`src/rtl/uart_rx_fifo.sv`:
```
// Receive-side FIFO for a UART receiver.
// The head word falls through to r_data, and the level and flags are registered.
// A write to a full FIFO with no pop is dropped and sets the sticky overflow flag.
module uart_rx_fifo #(
    parameter int unsigned DBIT       = 8,
    parameter int unsigned ADDR_WIDTH = 4,
    parameter int unsigned AF_LEVEL   = 12
) (
    input  logic                  clk,
    input  logic                  reset_n,
    input  logic                  wr,
    input  logic [DBIT-1:0]       w_data,
    input  logic                  rd,
    output logic [DBIT-1:0]       r_data,
    output logic                  empty,
    output logic                  full,
    output logic                  almost_full,
    output logic [ADDR_WIDTH:0]   level,
    output logic                  overflow,
    input  logic                  clr_overflow
);

    localparam int unsigned DEPTH = 1 << ADDR_WIDTH;
    localparam int unsigned LW    = ADDR_WIDTH + 1;

    logic [DBIT-1:0]       mem [DEPTH];
    logic [ADDR_WIDTH-1:0] wr_ptr;
    logic [ADDR_WIDTH-1:0] rd_ptr;

    logic                  wr_acc;
    logic                  rd_acc;
    logic                  drop;
    logic [LW-1:0]         level_nxt;

    // Accept/drop decisions and next occupancy
    always_comb begin
        wr_acc    = 1'b0;
        rd_acc    = 1'b0;
        drop      = 1'b0;
        level_nxt = level;
        // a full FIFO can still take a write when the same cycle pops the head
        wr_acc = wr && (!full || rd);
        // popping an empty FIFO is silently ignored
        rd_acc = rd && !empty;
        drop   = wr && full && !rd;
        if (wr_acc && !rd_acc) begin
            level_nxt = level + LW'(1);
        end else if (!wr_acc && rd_acc) begin
            level_nxt = level - LW'(1);
        end
    end

    // Pointers, level, flags and sticky overflow
    always_ff @(posedge clk or negedge reset_n) begin
        if (!reset_n) begin
            wr_ptr      <= '0;
            rd_ptr      <= '0;
            level       <= '0;
            empty       <= 1'b1;
            full        <= 1'b0;
            almost_full <= 1'b0;
            overflow    <= 1'b0;
        end else begin
            if (wr_acc) begin
                wr_ptr <= wr_ptr + ADDR_WIDTH'(1);
            end
            if (rd_acc) begin
                rd_ptr <= rd_ptr + ADDR_WIDTH'(1);
            end
            level       <= level_nxt;
            // flags are computed from the next level so they move in step with level
            empty       <= (level_nxt == LW'(0));
            full        <= (level_nxt == LW'(DEPTH));
            almost_full <= (level_nxt >= LW'(AF_LEVEL));
            // a new drop wins over a clear in the same cycle
            if (drop) begin
                overflow <= 1'b1;
            end else if (clr_overflow) begin
                overflow <= 1'b0;
            end
        end
    end

    // Storage array, deliberately not reset
    always_ff @(posedge clk) begin
        if (wr_acc) begin
            mem[wr_ptr] <= w_data;
        end
    end

    // First-word-fall-through head, forced to zero while empty
    always_comb begin
        r_data = '0;
        if (!empty) begin
            r_data = mem[rd_ptr];
        end
    end

endmodule

```
`config.mk`:
```
export PLATFORM = sky130hd
export DESIGN_NAME = uart_rx_fifo
export DESIGN_NICKNAME = d
export VERILOG_FILES = /design/src/rtl/uart_rx_fifo.sv
export SDC_FILE = /design/constraint.sdc
export NUM_CORES = 1
export LEC_CHECK = 0
export CORE_MARGIN = 5
export CORE_UTILIZATION = 60
export DETAILED_ROUTE_END_ITERATION = 8
export DONT_BUFFER_PORTS = 1
export PLACE_DENSITY = 0.76
export SLEW_MARGIN = 20
export SYNTH_ARGS = -nofsm -noshare
export SYNTH_HDL_FRONTEND = slang
export SYNTH_SLANG_ARGS = --single-unit
```
`constraint.sdc`:
```
create_clock -name clk -period 5.57 [get_ports clk]
set_input_delay 0.557 -clock clk [delete_from_list [all_inputs] [get_ports clk]]
set_output_delay 0.557 -clock clk [all_outputs]
set_load 0.02 [all_outputs]
```
==> run summary, run 1 <==
This memo summarizes the results of the implementation run.

Worst setup path
All stages included, the depth of the critical timing path comes to 4. STA lists the maximum fanout along the critical path as 20. Following the worst setup path forward leads to its endpoint at r_data[7]. The startpoint of the most critical register-to-register path is full. Among cell families on the critical path, the largest total delay comes from multiplexers. The worst setup path is captured at a primary output. The arrival time of data at the critical path endpoint is between 2000 and 3000 ps. The required time at the endpoint of the critical path is 5010 ps.

The path depth of the worst reg2reg path is 5. The endpoint of the lowest-slack register-to-register path is mem[5][5]. For this run, the slowest stage of the critical path takes around 670 ps. STA reports a reg2reg setup slack of roughly 3400 ps. The cell at the slowest stage of the critical path is sky130_fd_sc_hd__dfrtp_2. Walking the worst path, the cells encountered are buf_4 -> mux4_2 -> mux2i_1 -> o22ai_1. The count of buffer and inverter cells on the critical path is 1. Looking at the setup timing report, the critical path kind is register to primary output. The start point of the critical path is rd_ptr[0].

Routing
The detailed router reports a met2 wire length of between 5000 and 6000 um. The number of detailed-route iterations in the first pass is 4. Nets still carrying antenna violations after routing amount to 0. The highest layer touched by signal routing is met4.

The via total after detailed routing is roughly 2,800. The routed wire length on met3 is 959 um. The wire length per cell is 23.6 um.

Global route
The wire length of the first global-routing pass is 16,900 um. The maximum number of pins on one net before global-route repair is 31. The most used routing layer is met2. The met3 capacity usage during global routing is 8.22%.

Routing resource usage on met1 recorded by global route was 26.8%.

Power
In this run, power in the clock network comes to 1.16 mW. The worst-case IR drop observed on VDD is around 0.32 mV. In this run switching power makes up 30.9% of total power. Combinational power for this build is 0.913 mW. The relative contribution of sequential cells to total power is a little over two fifths. The switching power summed over all nets is roughly 1.1 mW.

The power density relative to cell area is 541 nW/um2. Combinational cells account for 25.4% of the total power. Of all power groups, the one with the highest power is registers. The overall power of the completed layout is 3.60 mW.

Cells and area
After layout the signal buffers, clock cells excluded, come to less than 1% of cell area. The register with the most flip-flops in the layout has 128 of them. Of all the cell area in the finished design, the clock network holds between 9 and 10%. Counting the fill cells in the layout gives 635. The library cell used most frequently in the layout, excluding fill and tap cells, is sky130_fd_sc_hd__edfxtp_1. The number of buffers other than clock buffers in the final layout is 3. The final antenna diode tally reported by the flow is 0.

The combinational share of cell area is about a quarter. Ranked by flip-flop count, first place goes to mem. The fraction of final layout cells sized beyond drive strength 1 is between 20 and 25%.

Synthesis
The synthesized netlist devotes 5.89% of its cell area to simple gates. By area the synthesized netlist is led by sky130_fd_sc_hd__edfxtp_1 65%, sky130_fd_sc_hd__mux4_2 12%, sky130_fd_sc_hd__dfrtp_1 6.7%. During synthesis, Yosys emitted a total of 0 warnings. By count the netlist is led by 128 x sky130_fd_sc_hd__edfxtp_1, 32 x sky130_fd_sc_hd__mux4_2, 16 x sky130_fd_sc_hd__dfrtp_1, 16 x sky130_fd_sc_hd__mux2i_1, 13 x sky130_fd_sc_hd__and2_1. In the synthesized netlist, the dominant kind of combinational cell is multiplexers. The synthesized net count is 328.

Yosys reported a register bit count of ~150. Yosys reports a chip area of 5940 um2. In the synthesized netlist the dominant register cell turns out to be sky130_fd_sc_hd__edfxtp_1. Sorting the Yosys area breakdown by cell type puts at the top sky130_fd_sc_hd__edfxtp_1.

Summed over its instances, the top area cell type makes up 64.7% of the synthesized netlist area. The count of distinct cell types in the synthesized netlist is 44. The mapped netlist covers 5940 um2. For reference, full adder, half adder and majority cells occupy 1.47% of the area reported after synthesis. The synthesis report gives the async set-or-reset register share as 11.7%. The cell with the most instances after synthesis is sky130_fd_sc_hd__edfxtp_1.

Per the Yosys statistics, synthesis produced 308 cells. The fraction of synthesized area in multiplexers is 14.8%. The cell-mix breakdown from Yosys lists the compound-gate area share as 2.69%. In this run, the synthesized area fraction spent on xor and xnor cells is recorded as between 1 and 1.5%.

Placed design
Detailed placement ended at an HPWL of 6680 um. Per the detailed placement report, the placed cell area equals 6040 um2. RePlAce ended its routability-driven mode at a weighted congestion of 0.815.

Final timing
Hold is met by approximately 120 ps. The worst setup slack after layout is 2270 ps. The number of hold-slack violations in the final timing report is 0. The worst path needs between 3000 and 4000 ps of the cycle, external delays included.

The normalized max-slew margin is a little under a third. The count of pins over their slew limit is 0. The transition time recorded at the tightest slew-check pin is roughly 1000 ps. From the final report, the count of setup violators was given as 0. Post-route period utilization is reported as 59.3%. The summed negative setup slack over all endpoints is 0 ps.

Clock network
Counting along the longest clock path gives a buffer depth of 2. The CTS tree is done. Per the TritonCTS log, the buffer count is 17. As reported, the later end of the worst-skew pair has a clock insertion delay of 520 ps. The cell sitting at the root of the clock tree is a sky130_fd_sc_hd__clkbuf_8. The registers of the reported paths see a clock transition of about 70 ps. Per the repair_timing log after CTS, setup buffers inserted total 0. The clock H-tree reported by CTS has 4 levels. In this run, post-CTS repair resized a total of 0 instances. CTS saw 145 sinks.

Die
Before placement the cells fill 61.1% of the core. According to the floorplan report, the placeable core area is 9730 um2. The floorplan step set the die width to 110 um.

The chip occupies 12,000 um2. In this run the core area contains 36 standard-cell rows. The die span in y is 110 um. According to the tapcell log, the count of inserted taps is 133.

Min path
The start point of the worst hold path is w_data[5]. Note that the worst hold path type here is primary input to register. Hold analysis lists the worst path endpoint as mem[10][5].

Outcome
The run finished with clean final reports.
Fig. 1: run 1, zoomed window
Region (7, 62) to (47, 102) um. Cells in grey, sequential cells in the stronger grey; small squares are vias.
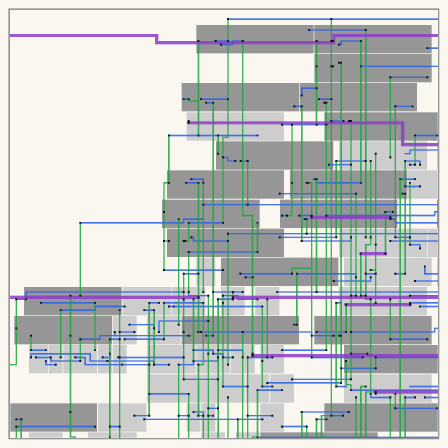
| colour | layer |
|---|---|
| purple | metal 3 |
| blue | metal 1 |
| green | metal 2 |
netlist names of flops here include: mem (16), wr_ptr (3)
sequential cells in the window: 20
most frequent: edfxtp_1 (16), and2_1 (7), mux4_2 (5)
cells with their middle in the window: 50

Fig. 2: run 1, wires at chosen ports, followed through buffers
Bar = 20 um.
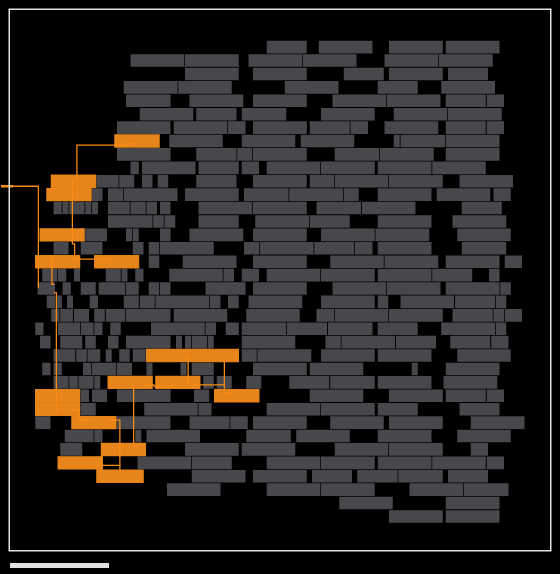
| colour | port | bits | direction | edge | end cells | buffers | wire |
|---|---|---|---|---|---|---|---|
| orange | reset_n | 1 | input | left | 17 | 1 | 166 um |
count of port buffers added during placement: 0
num ports: 30

Fig. 3: run 1, sequential cells grouped by signal name
Bar = 20 um. Other sequential cells in the stronger grey, the rest of the logic in the fainter grey.
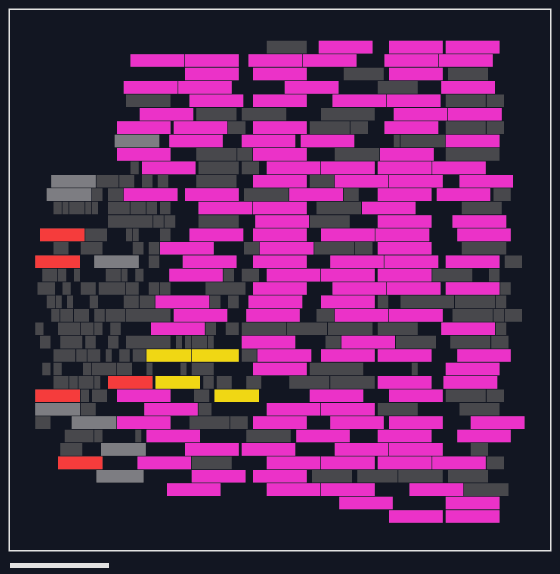
| colour | signal | sequential cells |
|---|---|---|
| magenta | mem | 128 |
| red | level | 5 |
| yellow | rd_ptr | 4 |
not coloured: 8
register fraction of the total cell area: 64.2%
core occupancy in the finished layout: 68.4%
sequential cell power: 1.53 mW
sequential cell area: 4270 um2

Fig. 4: run 1, signal wires by layer
Two of the layers only.
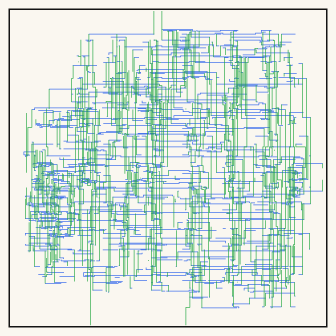

==> run 2: changes to the inputs <==
--- a/config.mk
+++ b/config.mk
@@ -6,10 +6,10 @@
 export NUM_CORES = 1
 export LEC_CHECK = 0
 export CORE_MARGIN = 5
-export CORE_UTILIZATION = 60
+export CORE_UTILIZATION = 57
 export DETAILED_ROUTE_END_ITERATION = 8
 export DONT_BUFFER_PORTS = 1
-export PLACE_DENSITY = 0.76
+export PLACE_DENSITY = 0.75
 export SLEW_MARGIN = 20
 export SYNTH_ARGS = -nofsm -noshare
 export SYNTH_HDL_FRONTEND = slang
==> constraint.sdc (replaced) <==
create_clock -name clk -period 2.8 [get_ports clk]
set_input_delay 0.28 -clock clk [delete_from_list [all_inputs] [get_ports clk]]
set_output_delay 0.28 -clock clk [all_outputs]
set_load 0.02 [all_outputs]
Fig. 5: run 2, signal wires by layer
Two of the layers only.
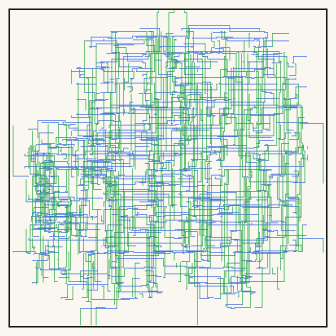
| colour | layer | wire length |
|---|---|---|
| green | metal 2 | 6,300 um |
| blue | metal 1 | 4,720 um |
wire length per cell: 24.1 um
detailed-route via count: 2,941
combined global-route utilization of all metal layers: 20.0%
total wire length after detailed routing: 11,600 um

Fig. 6: run 2, wires at chosen ports, followed through buffers
Bar = 20 um.
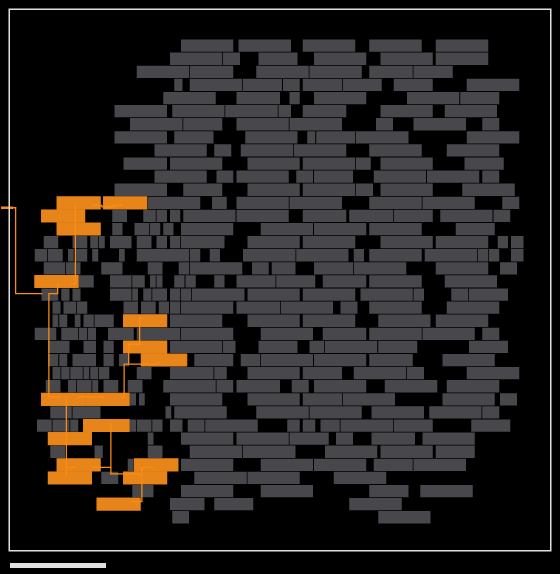

==> run 2 against run 1 <==
Sequential power rose by 92%. Cell area rose by 3.4%. Worst setup slack got worse by 2100 ps. Clock power rose by 110%. Core utilization fell by 1.1 points. Global-route usage fell by 0.45 points. Non-clock buffer count rose by 21. First-iteration DRC count rose by 12%. Worst hold slack got worse by 66 ps. Highest routed layer unchanged.
==> run summary, run 2 <==
This memo summarizes the results of the implementation run.

Synthesis
The synthesized net count is 328 (unchanged). The area of the mapped netlist is 5940 um2 (unchanged). The post-synthesis share of cell area spent on and-or and or-and gates is 2.69% (unchanged). The synthesized-area fraction occupied by xor and xnor cells is 1.45% (unchanged). The number of synthesized register bits is 145 (unchanged). The arithmetic-cell share of the synthesized area counting full adders, half adders and majority gates is 1.47% (unchanged). After synthesis, the most frequently instantiated cells are 128 x sky130_fd_sc_hd__edfxtp_1, 32 x sky130_fd_sc_hd__mux4_2, 16 x sky130_fd_sc_hd__dfrtp_1, 16 x sky130_fd_sc_hd__mux2i_1, 13 x sky130_fd_sc_hd__and2_1. The combinational family with the most area after synthesis is multiplexers.

The fraction of post-synthesis cell area in the top cell type by area is 64.7% (unchanged). The count of distinct cell types in the synthesized netlist is 44 (unchanged). The basic-gate share of the synthesized area counting and, or, nand and nor cells is 5.89% (unchanged).

The cell with the most instances after synthesis is sky130_fd_sc_hd__edfxtp_1. The tally of yosys warning messages is 0 (unchanged). The dominant synthesized flop cell is sky130_fd_sc_hd__edfxtp_1.

The cell taking the most area after synthesis is sky130_fd_sc_hd__edfxtp_1. The fraction of registers with async set/reset was 11.7% (unchanged). The fraction of synthesized area in multiplexers was 14.8% (unchanged).

Die
The tapcell count was 136 (+2.3%). The width of the chip came to 112 um (+2.4%). The die span in y is 112 um (+2.4%). The overall chip area is 12,600 um2 (+4.8%). The core utilization before placement is 58.1% (-3.0 points). The number of I/O pins is 30 (unchanged).

The core area is 10,200 um2 (+5.2%). The floorplan row count was 37 (+2.8%).

Cells and area
The layout contains a multi-input combinational cell count of approximately 140. The data-path buffer share of cell area in the final layout is 3.34% (+3.0 points). The proportion of cell area occupied by registers came to 62.1% (-2.1 points). The number of buffers other than clock buffers in the final layout came to 24 (+21). The flip-flop count of the largest register after layout was 128 (unchanged). The fraction of final layout cells sized beyond drive strength 1 came to 25.1% (+1.8 points). The final cell utilization of the core is 67.3% (-1.1 points). The layout filler cell count is 651 (+2.5%). The finished layout holds 483 standard cells, fillers aside. The antenna cell count was 0 (unchanged). The registers reported with the highest flop counts are mem x128, level x5.

The footprint of the flip-flops and latches is 4270 um2 (unchanged). The clock network area share is 9.12% (-0.047 points). Counting only logic cells after layout, the most numerous master is sky130_fd_sc_hd__edfxtp_1.

Final timing
The number of hold-slack violations in the final timing report is 0 (unchanged). The setup-violating endpoint count in the final report came to 0 (unchanged). The worst setup slack after layout came to 206 ps (-2060 ps).

The final critical path time including I/O delays and setup is between 2000 and 3000 ps. The post-route worst hold slack is 59.3 ps (-65.5 ps). The summed negative setup slack over all endpoints came to 0 ps (unchanged). The count of pins over their slew limit is 0 (unchanged).

The final cycle utilization of the critical path is 92.7%. The worst-margin pin slew is 783 ps (-251 ps). The normalized max-slew margin is 47.6% (+17 points).

Power
The combinational share of power was 29.2% (+3.8 points). The overall power of the completed layout is 7.52 mW (+110%). The switching power summed over all nets is 2.32 mW (+110%). The reported combinational group power is 2.19 mW (+140%). The maximum vdd ir drop was 0.760 mV (+140%). The clock distribution power is 2.40 mW (+110%). The proportion of total power due to net switching is 30.9% (about the same). The relative contribution of sequential cells to total power came to 39.0% (-3.4 points). The power density relative to cell area is 1090 nW/um2 (+100%). The power drawn by the sequential cells is 2.93 mW (+92%).

In the power breakdown, the internal column shows 5.20 mW.

Global route
The maximum number of pins on one net before global-route repair is 33 (+6.5%). The most used routing layer is met2. The global routing met1 resource utilization was 25.1% (-1.7 points). The met3 capacity usage during global routing is 5.50% (-2.7 points). The wire length of the first global-routing pass was 18,400 um (+8.4%).

Worst setup path
The startpoint identified for the worst register-to-register timing path is full. The path depth of the worst reg2reg path is 5 (unchanged). The startpoint-to-endpoint class of the critical path is register to primary output. The required time at the endpoint of the critical path was 2520 ps (-2490 ps). The end point of the critical path is r_data[0]. The critical-path maximum fanout is 14 (-30%). The cell at the slowest stage of the critical path is sky130_fd_sc_hd__mux4_2. The arrival time of data at the critical path endpoint is 2310 ps (-430 ps). The worst setup slack for register-to-register paths was 590 ps (-2780 ps). Per STA, the worst path accumulates the most delay in the family multiplexers. The launch point of the critical path was reported as rd_ptr[0].

The number of cells on the critical path is 5 (+1). The critical path goes through buf_6 -> mux4_2 -> mux2i_1 -> o22ai_1 -> buf_4. The largest stage delay on the critical path was 520 ps (-150 ps). The count of buffer and inverter cells on the critical path came to 2 (+1). The kind of end point of the critical path is a primary output. For the worst reg-to-reg path, the endpoint reported by OpenROAD is mem[5][6].

Outcome
The flow ran to the end, and the final reports show no timing, DRC or antenna violations.

Clock network
TritonCTS built the clock tree. The number of sinks driven by the clock tree was 145 (unchanged). The post-CTS resize count is 1 (+1).

The number of buffers added by the clock tree synthesis step is 17 (unchanged). The setup fix buffers added after clock tree synthesis is 0 (unchanged). The insertion delay to the later sink of the worst-skew pair is 520 ps (about the same). The number of buffers on the longest clock path is 2 (unchanged). The root buffer cell is sky130_fd_sc_hd__clkbuf_8. The H-tree depth reported by CTS is 4 (unchanged).

Placed design
The number of buffers added on ports is 0 (unchanged). The final RePlAce weighted congestion is 0.792 (-2.9%). The half-perimeter wire length after placement is 6710 um (+0.43%).

Routing
The number of detailed-route iterations in the first pass is 4 (unchanged). The routed wire length on met3 is 517 um (-46%). The remaining antenna violation count is 0 (unchanged). The top metal layer carrying routed signals is met4. The wire length on met2 is 6300 um (+14%).

Min path
The worst min-delay path endpoint is rd_ptr[0]. The class of the tightest hold or removal check is primary input to register. The start point of the worst hold path is rd.
Power figures rest on the tool's default switching activity, not on a simulated workload.
